Figure 1. Routing congestion (run 1).
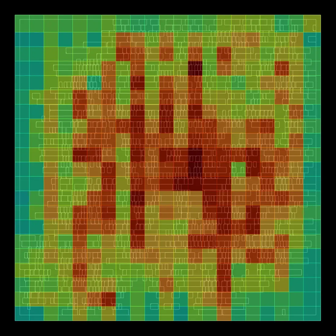
Figure 2. Signal wires on met2 (run 1).
The bar under the picture is 50 µm long.
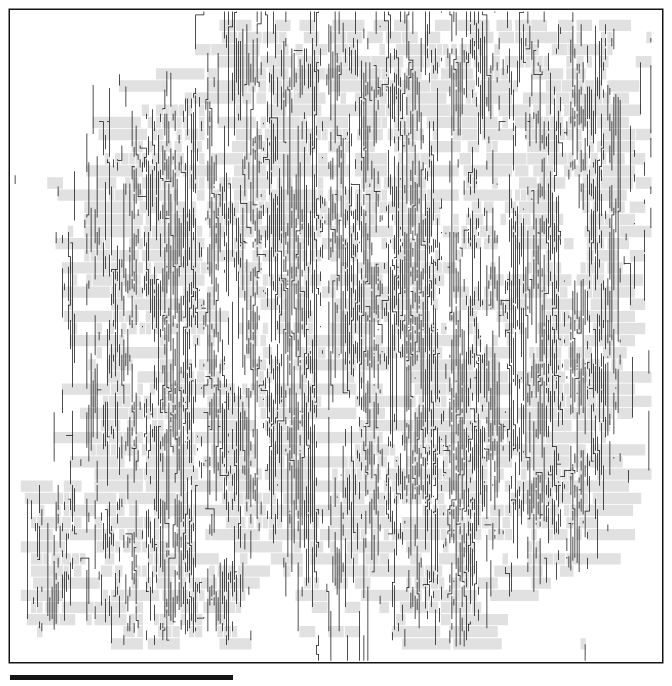
Figure 3. A small window of the routed layout (run 1).
The bar under the picture is 10 µm long. Region (53, 24) to (93, 64) µm. Cells in grey, sequential cells in the stronger grey; small squares are vias.
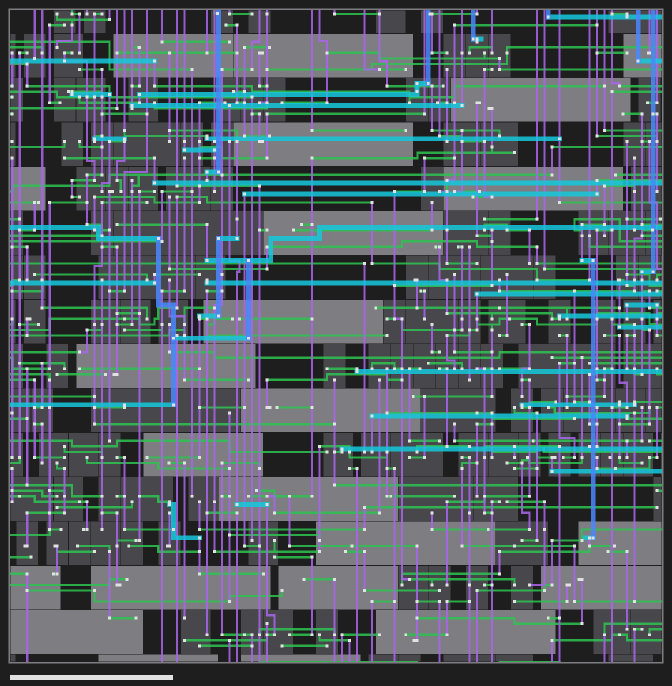
Figure 4. Cells by drive strength (run 1).
The bar under the picture is 50 µm long.
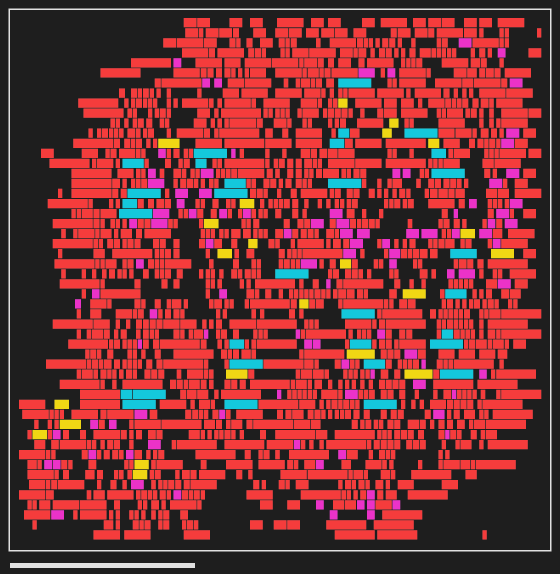
### src/rtl/note_lane_engine.sv
// Falling-note game state: spawns, advances and judges notes in up to NUM_SLOTS slots,
// keeps score/combo, and streams one draw descriptor per live note on request.
module note_lane_engine #(
  parameter int NUM_SLOTS  = 8,
  parameter int TICK_DIV   = 15000000,
  parameter int SPAWN_Y    = 0,
  parameter int HIT_Y      = 110,
  parameter int HIT_WIN    = 4,
  parameter int LANE0_X    = 60,
  parameter int LANE_PITCH = 10
) (
  input  logic        clock,
  input  logic        reset,
  input  logic [3:0]  key_n,
  input  logic        spawn_valid,
  input  logic [1:0]  spawn_lane,
  output logic        spawn_ready,
  input  logic        frame_start,
  output logic        note_valid,
  input  logic        note_ready,
  output logic [7:0]  note_x,
  output logic [7:0]  note_y,
  output logic [2:0]  note_color,
  output logic        frame_done,
  output logic        hit,
  output logic        miss,
  output logic [15:0] score,
  output logic [7:0]  combo
);

  localparam int IDX_W  = (NUM_SLOTS > 1) ? $clog2(NUM_SLOTS) : 1;
  localparam int TCNT_W = (TICK_DIV > 1) ? $clog2(TICK_DIV) : 1;
  localparam logic [7:0]           WIN_LO   = 8'(HIT_Y - HIT_WIN);
  localparam logic [7:0]           WIN_HI   = 8'(HIT_Y + HIT_WIN);
  localparam logic [TCNT_W-1:0]    TCNT_MAX = TCNT_W'(TICK_DIV - 1);
  localparam logic [IDX_W-1:0]     IDX_LAST = IDX_W'(NUM_SLOTS - 1);
  localparam logic [NUM_SLOTS-1:0] ONE_SLOT = NUM_SLOTS'(1);

  typedef enum logic [1:0] {S_IDLE, S_SCAN, S_SEND} scan_state_t;

  logic [NUM_SLOTS-1:0] r_active;
  logic [1:0]           r_lane [NUM_SLOTS];
  logic [7:0]           r_y    [NUM_SLOTS];
  logic [3:0]           r_key_q;
  logic [3:0]           r_key_prev;
  logic [TCNT_W-1:0]    r_tcnt;
  logic [15:0]          r_score;
  logic [7:0]           r_combo;
  logic                 r_hit;
  logic                 r_miss;
  scan_state_t          r_state;
  logic [IDX_W-1:0]     r_idx;
  logic                 r_note_valid;
  logic [7:0]           r_note_x;
  logic [7:0]           r_note_y;
  logic [2:0]           r_note_color;
  logic                 r_frame_done;

  logic                          w_tick;
  logic [3:0]                    w_press;
  logic [3:0][NUM_SLOTS-1:0]     w_cand;
  logic [3:0][NUM_SLOTS-1:0]     w_lane_hit;
  logic [3:0]                    w_lane_any;
  logic [NUM_SLOTS-1:0]          w_in_win;
  logic [NUM_SLOTS-1:0]          w_miss_slot;
  logic [NUM_SLOTS-1:0]          w_hit_mask;
  logic [NUM_SLOTS-1:0]          w_free;
  logic [NUM_SLOTS-1:0]          w_spawn_mask;
  logic [7:0]                    w_y_inc [NUM_SLOTS];
  logic [2:0]                    w_hit_cnt;
  logic [8:0]                    w_combo_sum;
  logic                          w_idx_last;

  function automatic logic [7:0] lane_x(input logic [1:0] lane);
    return 8'(LANE0_X + LANE_PITCH * int'(lane));
  endfunction

  function automatic logic [2:0] lane_color(input logic [1:0] lane);
    case (lane)
      2'd0:    return 3'b100;
      2'd1:    return 3'b010;
      2'd2:    return 3'b001;
      default: return 3'b101;
    endcase
  endfunction

  assign w_tick = (r_tcnt == TCNT_MAX);

  generate
    for (genvar gi = 0; gi < NUM_SLOTS; gi++) begin : g_slot
      assign w_in_win[gi]    = (r_y[gi] >= WIN_LO) && (r_y[gi] <= WIN_HI);
      assign w_y_inc[gi]     = r_y[gi] + 8'd1;
      assign w_miss_slot[gi] = r_active[gi] & ~w_hit_mask[gi] & w_tick & (w_y_inc[gi] > WIN_HI);
    end

    // Key bit 3 is lane 0; each lane claims its lowest-index in-window candidate.
    for (genvar gi = 0; gi < 4; gi++) begin : g_lane
      assign w_press[gi] = r_key_prev[3-gi] & ~r_key_q[3-gi];
      for (genvar gs = 0; gs < NUM_SLOTS; gs++) begin : g_cand
        assign w_cand[gi][gs] = w_press[gi] & r_active[gs] & (r_lane[gs] == 2'(gi)) & w_in_win[gs];
      end
      assign w_lane_hit[gi] = w_cand[gi] & (~w_cand[gi] + ONE_SLOT);
      assign w_lane_any[gi] = |w_cand[gi];
    end
  endgenerate

  assign w_hit_mask = w_lane_hit[0] | w_lane_hit[1] | w_lane_hit[2] | w_lane_hit[3];

  always_comb begin
    w_hit_cnt = 3'd0;
    for (int l = 0; l < 4; l++) begin
      w_hit_cnt = w_hit_cnt + {2'b00, w_lane_any[l]};
    end
  end

  assign w_free       = ~r_active;
  assign spawn_ready  = |w_free;
  assign w_spawn_mask = spawn_valid ? (w_free & (~w_free + ONE_SLOT)) : '0;
  assign w_combo_sum  = {1'b0, r_combo} + 9'(w_hit_cnt);

  always_ff @(posedge clock) begin
    if (reset) begin
      r_active   <= '0;
      r_key_q    <= 4'hF;
      r_key_prev <= 4'hF;
      r_tcnt     <= '0;
      r_score    <= 16'd0;
      r_combo    <= 8'd0;
      r_hit      <= 1'b0;
      r_miss     <= 1'b0;
      for (int s = 0; s < NUM_SLOTS; s++) begin
        r_lane[s] <= 2'd0;
        r_y[s]    <= 8'd0;
      end
    end else begin
      r_key_q    <= key_n;
      r_key_prev <= r_key_q;
      r_tcnt     <= w_tick ? '0 : r_tcnt + 1'b1;
      // Spawn only targets slots inactive in registered state, so it never collides with hit/advance.
      for (int s = 0; s < NUM_SLOTS; s++) begin
        if (w_spawn_mask[s]) begin
          r_active[s] <= 1'b1;
          r_lane[s]   <= spawn_lane;
          r_y[s]      <= 8'(SPAWN_Y);
        end else if (w_hit_mask[s]) begin
          r_active[s] <= 1'b0;
        end else if (r_active[s] && w_tick) begin
          r_y[s] <= w_y_inc[s];
          if (w_miss_slot[s]) r_active[s] <= 1'b0;
        end
      end
      r_score <= r_score + 16'(w_hit_cnt);
      r_hit   <= (w_hit_cnt != 3'd0);
      r_miss  <= |w_miss_slot;
      if (|w_miss_slot)              r_combo <= 8'd0;
      else if (w_combo_sum > 9'd255) r_combo <= 8'd255;
      else                           r_combo <= w_combo_sum[7:0];
    end
  end

  assign w_idx_last = (r_idx == IDX_LAST);

  always_ff @(posedge clock) begin
    if (reset) begin
      r_state      <= S_IDLE;
      r_idx        <= '0;
      r_note_valid <= 1'b0;
      r_note_x     <= 8'd0;
      r_note_y     <= 8'd0;
      r_note_color <= 3'd0;
      r_frame_done <= 1'b0;
    end else begin
      r_frame_done <= 1'b0;
      case (r_state)
        S_IDLE: begin
          if (frame_start) begin
            r_state <= S_SCAN;
            r_idx   <= '0;
          end
        end
        S_SCAN: begin
          if (r_active[r_idx]) begin
            r_note_x     <= lane_x(r_lane[r_idx]);
            r_note_y     <= r_y[r_idx];
            r_note_color <= lane_color(r_lane[r_idx]);
            r_note_valid <= 1'b1;
            r_state      <= S_SEND;
          end else if (w_idx_last) begin
            r_frame_done <= 1'b1;
            r_state      <= S_IDLE;
            r_idx        <= '0;
          end else begin
            r_idx <= r_idx + 1'b1;
          end
        end
        S_SEND: begin
          if (note_ready) begin
            r_note_valid <= 1'b0;
            if (w_idx_last) begin
              r_frame_done <= 1'b1;
              r_state      <= S_IDLE;
              r_idx        <= '0;
            end else begin
              r_idx   <= r_idx + 1'b1;
              r_state <= S_SCAN;
            end
          end
        end
        default: r_state <= S_IDLE;
      endcase
    end
  end

  assign note_valid = r_note_valid;
  assign note_x     = r_note_x;
  assign note_y     = r_note_y;
  assign note_color = r_note_color;
  assign frame_done = r_frame_done;
  assign hit        = r_hit;
  assign miss       = r_miss;
  assign score      = r_score;
  assign combo      = r_combo;

endmodule

### config.mk
export PLATFORM = sky130hd
export DESIGN_NAME = note_lane_engine
export DESIGN_NICKNAME = d
export VERILOG_FILES = /design/src/rtl/note_lane_engine.sv
export SDC_FILE = /design/constraint.sdc
export NUM_CORES = 1
export LEC_CHECK = 0
export ABC_AREA = 1
export CAP_MARGIN = 10
export CORE_MARGIN = 2
export CORE_UTILIZATION = 55
export CTS_CLUSTER_DIAMETER = 200
export DETAILED_ROUTE_END_ITERATION = 10
export HOLD_SLACK_MARGIN = 0.03
export PLACE_DENSITY = 0.81
export SYNTH_ARGS = -nofsm -noshare
export SYNTH_HDL_FRONTEND = slang
export SYNTH_SLANG_ARGS = --single-unit
### constraint.sdc
create_clock -name clock -period 6.55 [get_ports clock]
set_clock_uncertainty 0.2 [all_clocks]
set_input_delay 1.31 -clock clock [delete_from_list [all_inputs] [get_ports clock]]
set_output_delay 1.31 -clock clock [all_outputs]
set_load 0.05 [all_outputs]
==> impl_metrics.csv, run 1 <==
group,metric,value,unit
status,outcome,"finished, final reports clean",
synth,top_area_cell,"edfxtp_1",
routing,wirelength_met1,12100,µm
placement,dpl_wire_length,22100,µm
final_timing,grt_setup_unrepaired,"false",
run,drv.max_cap_violation_count,0,
setup_path,regToRegStartpoint,"r_y[2][0]$_SDFFCE_PN0P_",
synth,post_synth_edffs,80,
setup_path,worst_r2r_endpoint,"combo[2]$_SDFF_PP0_",
finish,comb.multi_input.count,1085,
synth,synth.yosys.warnings,0,
setup_path,cell_chain_of_the_critical_path,"inv_1 -> ha_1 -> nand3b_1 -> nand2_1 -> nand2_1 -> nand3_1 -> nand2_1 -> nor2_4 -> nand2_1 -> fa_1 -> ha_1 -> ha_1 -> inv_1 -> fa_1 -> or2_1 -> a21oi_1 -> nand2_1 -> nor2_2 -> nand3_2 -> inv_1 -> a21oi_1 -> nor3_2",
setup_path,critical_path_depth,22,
synth,synth_area_in_compound_gates,0.119,
finish,syn2layout_area_growth,12.5,%
pwr,switching_power,1.18,mW
synth,synth.distinct_cells,54,
synth,flop_cell,"dfxtp_1",
floorplan,die_w,146,µm
clock_tree,path_clk_slew,70,ps
clock_tree,cts.sink_count,172,
final_timing,relSlewSlack,0.389,
pwr,seq_cell_power,1.28,mW
setup_path,slowest_stage,"fa_1",
routing,highest_layer,"met4",
pwr,finalPower,3.14,mW
finish,largest_register_ffs,64,
pwr,clockNetworkPower,1.03,mW
clock_tree,clock_latency,450,ps
final_timing,final-hold-violation-count,0,
final_timing,final_max_slew_viols,0,
floorplan,design.core.area,20000,µm²
floorplan,pin_count,59,
pwr,p_per_area,251,nW/µm²
min_path,min_path_type,"reg2reg",
routing,wl_met2,14100,µm
global_routing,grt_remaining_overflow,0,
finish,seq-cell-share,0.339,
synth,post_synth_instance_area,11100,µm²
synth,yosys-top-cells-area,"edfxtp_1, dfxtp_1, nand2_1, nor2_1, inv_1",
routing,drtAntennaViolNets,0,
clock_tree,cts_post_setup_buffers_inserted,0,
finish,final-seq-area,4240,µm²
## Picture notes: Figure 1
met2 usage in global routing: 0.472
end-of-flow core utilization: 0.625
most used routing layer: met2

## Picture notes: Figure 2
1337 nets have wire on it. The longest straight run is 55.2 µm.
overall routed net length: 29400 µm
via count: 10469

## Picture notes: Figure 3
Key: blue = M4; green = M1; cyan = M3; purple = M2
140 logic cells have their middle in the window. Sequential cells in the window: 17. Netlist names of flops here include `r_y` (11), `r_lane` (3), `note_y` (2). Most frequent: nor2_1 (27), inv_1 (20), nand2_1 (20).

## Picture notes: Figure 4
Key: red = x1 and smaller [cells 1412]; yellow = x3 and x4 [cells 22]; magenta = x2 [cells 101]; cyan = x6 and larger [cells 31]
buffers outside the clock class: 63
PnR worst setup slack: 1830 ps

Figure 5. The metal 1 layer (run 1).
The bar under the picture is 50 µm long. Supply wires on this layer in grey.
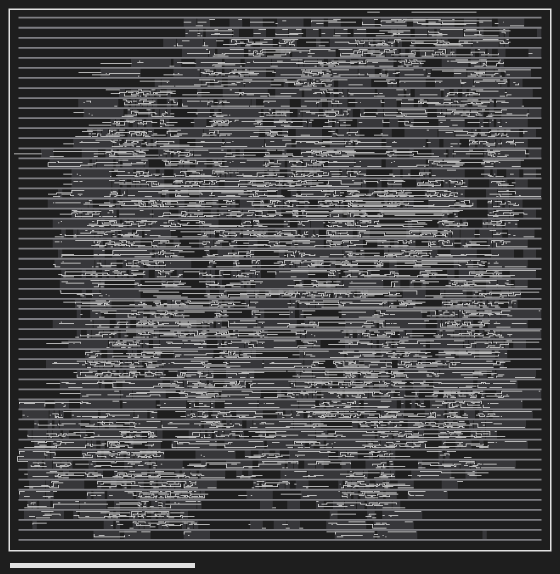

==> inputs of run 2 (changes only) <==
==> constraint.sdc (replaced) <==
create_clock -name clock -period 4.58 [get_ports clock]
set_clock_uncertainty 0.2 [all_clocks]
set_input_delay 0.916 -clock clock [delete_from_list [all_inputs] [get_ports clock]]
set_output_delay 0.916 -clock clock [all_outputs]
set_load 0.05 [all_outputs]
Figure 6. The metal 1 layer (run 2).
The bar under the picture is 50 µm long. Supply wires on this layer in grey.
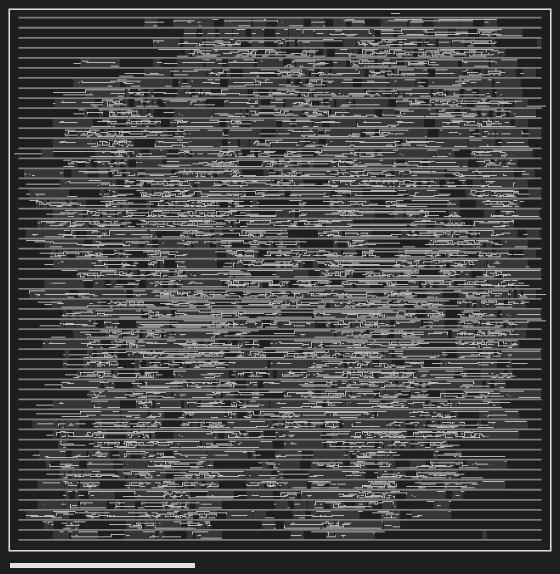
The wires run mostly horizontal. The layer carries 12300 µm of wire. 1552 nets have wire on it. The longest straight run is 43.7 µm.
overall routed net length: 29700 µm
via count: 10409
met1 capacity usage during global routing: 0.351

Figure 7. Signal wires on met2 (run 2).
The bar under the picture is 50 µm long.
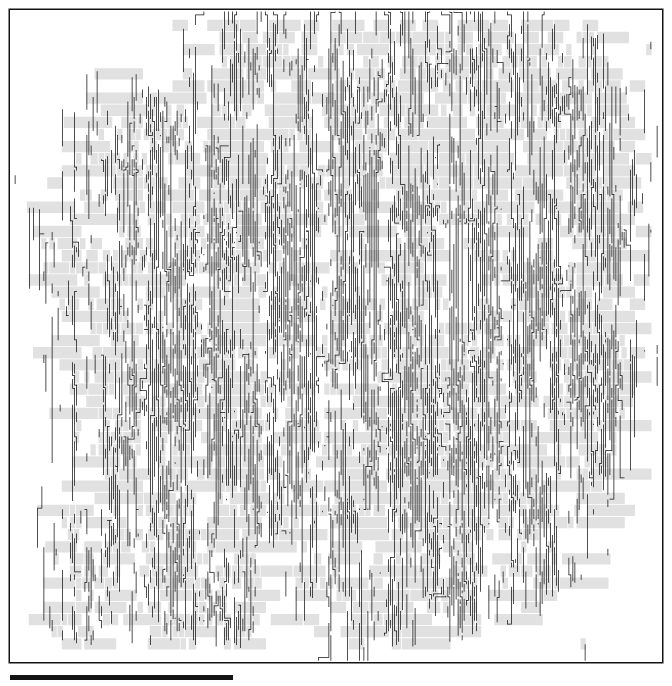
The wires run mostly vertical. The layer carries 14600 µm of wire. The layer holds 49% of the routed length. The longest straight run is 60.0 µm. 1354 nets have wire on it.
met2 usage in global routing: 0.474

==> run 2 against run 1 <==
Largest power group unchanged. Combinational power grew 45%. Flip-flop count is the same. Area after synthesis is the same. Critical path type unchanged. Clock power grew 38%. Worst hold slack lost 20 ps. Largest cell class unchanged. Count of clock-buffer cells in the layout grew 2. Sequential power grew 42%. Die area is the same. Via count shrank 0.57%.
==> impl_metrics.csv, run 2 <==
group,metric,value,unit
synth,synth.yosys.warnings,0,
status,outcome,"finished, final reports clean",
finish,final-seq-area,4240,µm²
final_timing,final-hold-violation-count,0,
floorplan,die_w,146,µm
setup_path,worst_r2r_endpoint,"combo[1]$_SDFF_PP0_",
finish,syn2layout_area_growth,16.2,%
synth,top_area_cell,"edfxtp_1",
finish,layout.core_utilization,0.645,
global_routing,grt_busiest_layer,"met2",
routing,wirelength_met1,12300,µm
synth,yosys-top-cells-area,"edfxtp_1, dfxtp_1, nand2_1, nor2_1, inv_1",
global_routing,grt_remaining_overflow,0,
routing,highest_layer,"met4",
clock_tree,clock_latency,440,ps
finish,signal_buffers,105,
placement,dpl_wire_length,22300,µm
pwr,finalPower,4.46,mW
min_path,min_path_type,"reg2reg",
finish,seq-cell-share,0.328,
clock_tree,cts.sink_count,172,
Figure 8. A small window of the routed layout (run 2).
The bar under the picture is 10 µm long. Region (53, 24) to (93, 64) µm. Cells in grey, sequential cells in the stronger grey; small squares are vias.
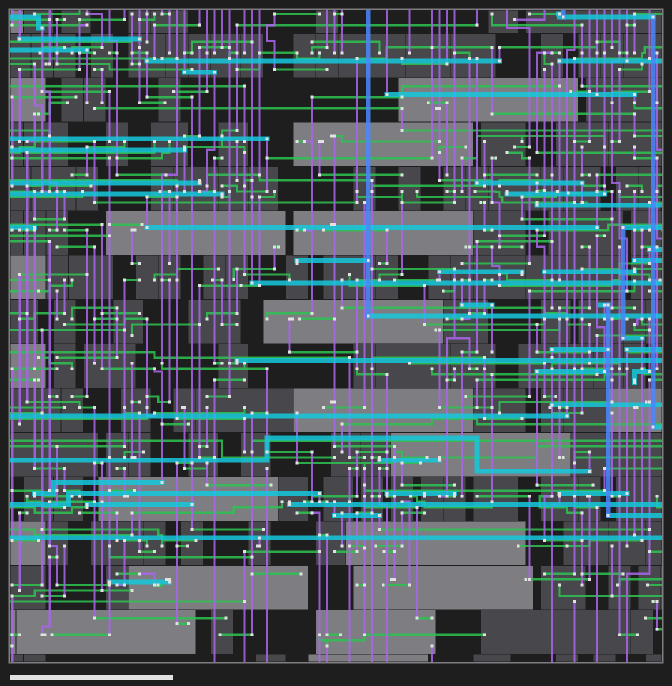
Key: green = M1; cyan = M3; purple = M2; blue = M4
Netlist names of flops here include `r_y` (12), `note_y` (1). 146 logic cells have their middle in the window. Sequential cells in the window: 13. Most frequent: nor2_1 (27), inv_1 (19), nand2_1 (17).

Power figures rest on the tool's default switching activity, not on a simulated workload.
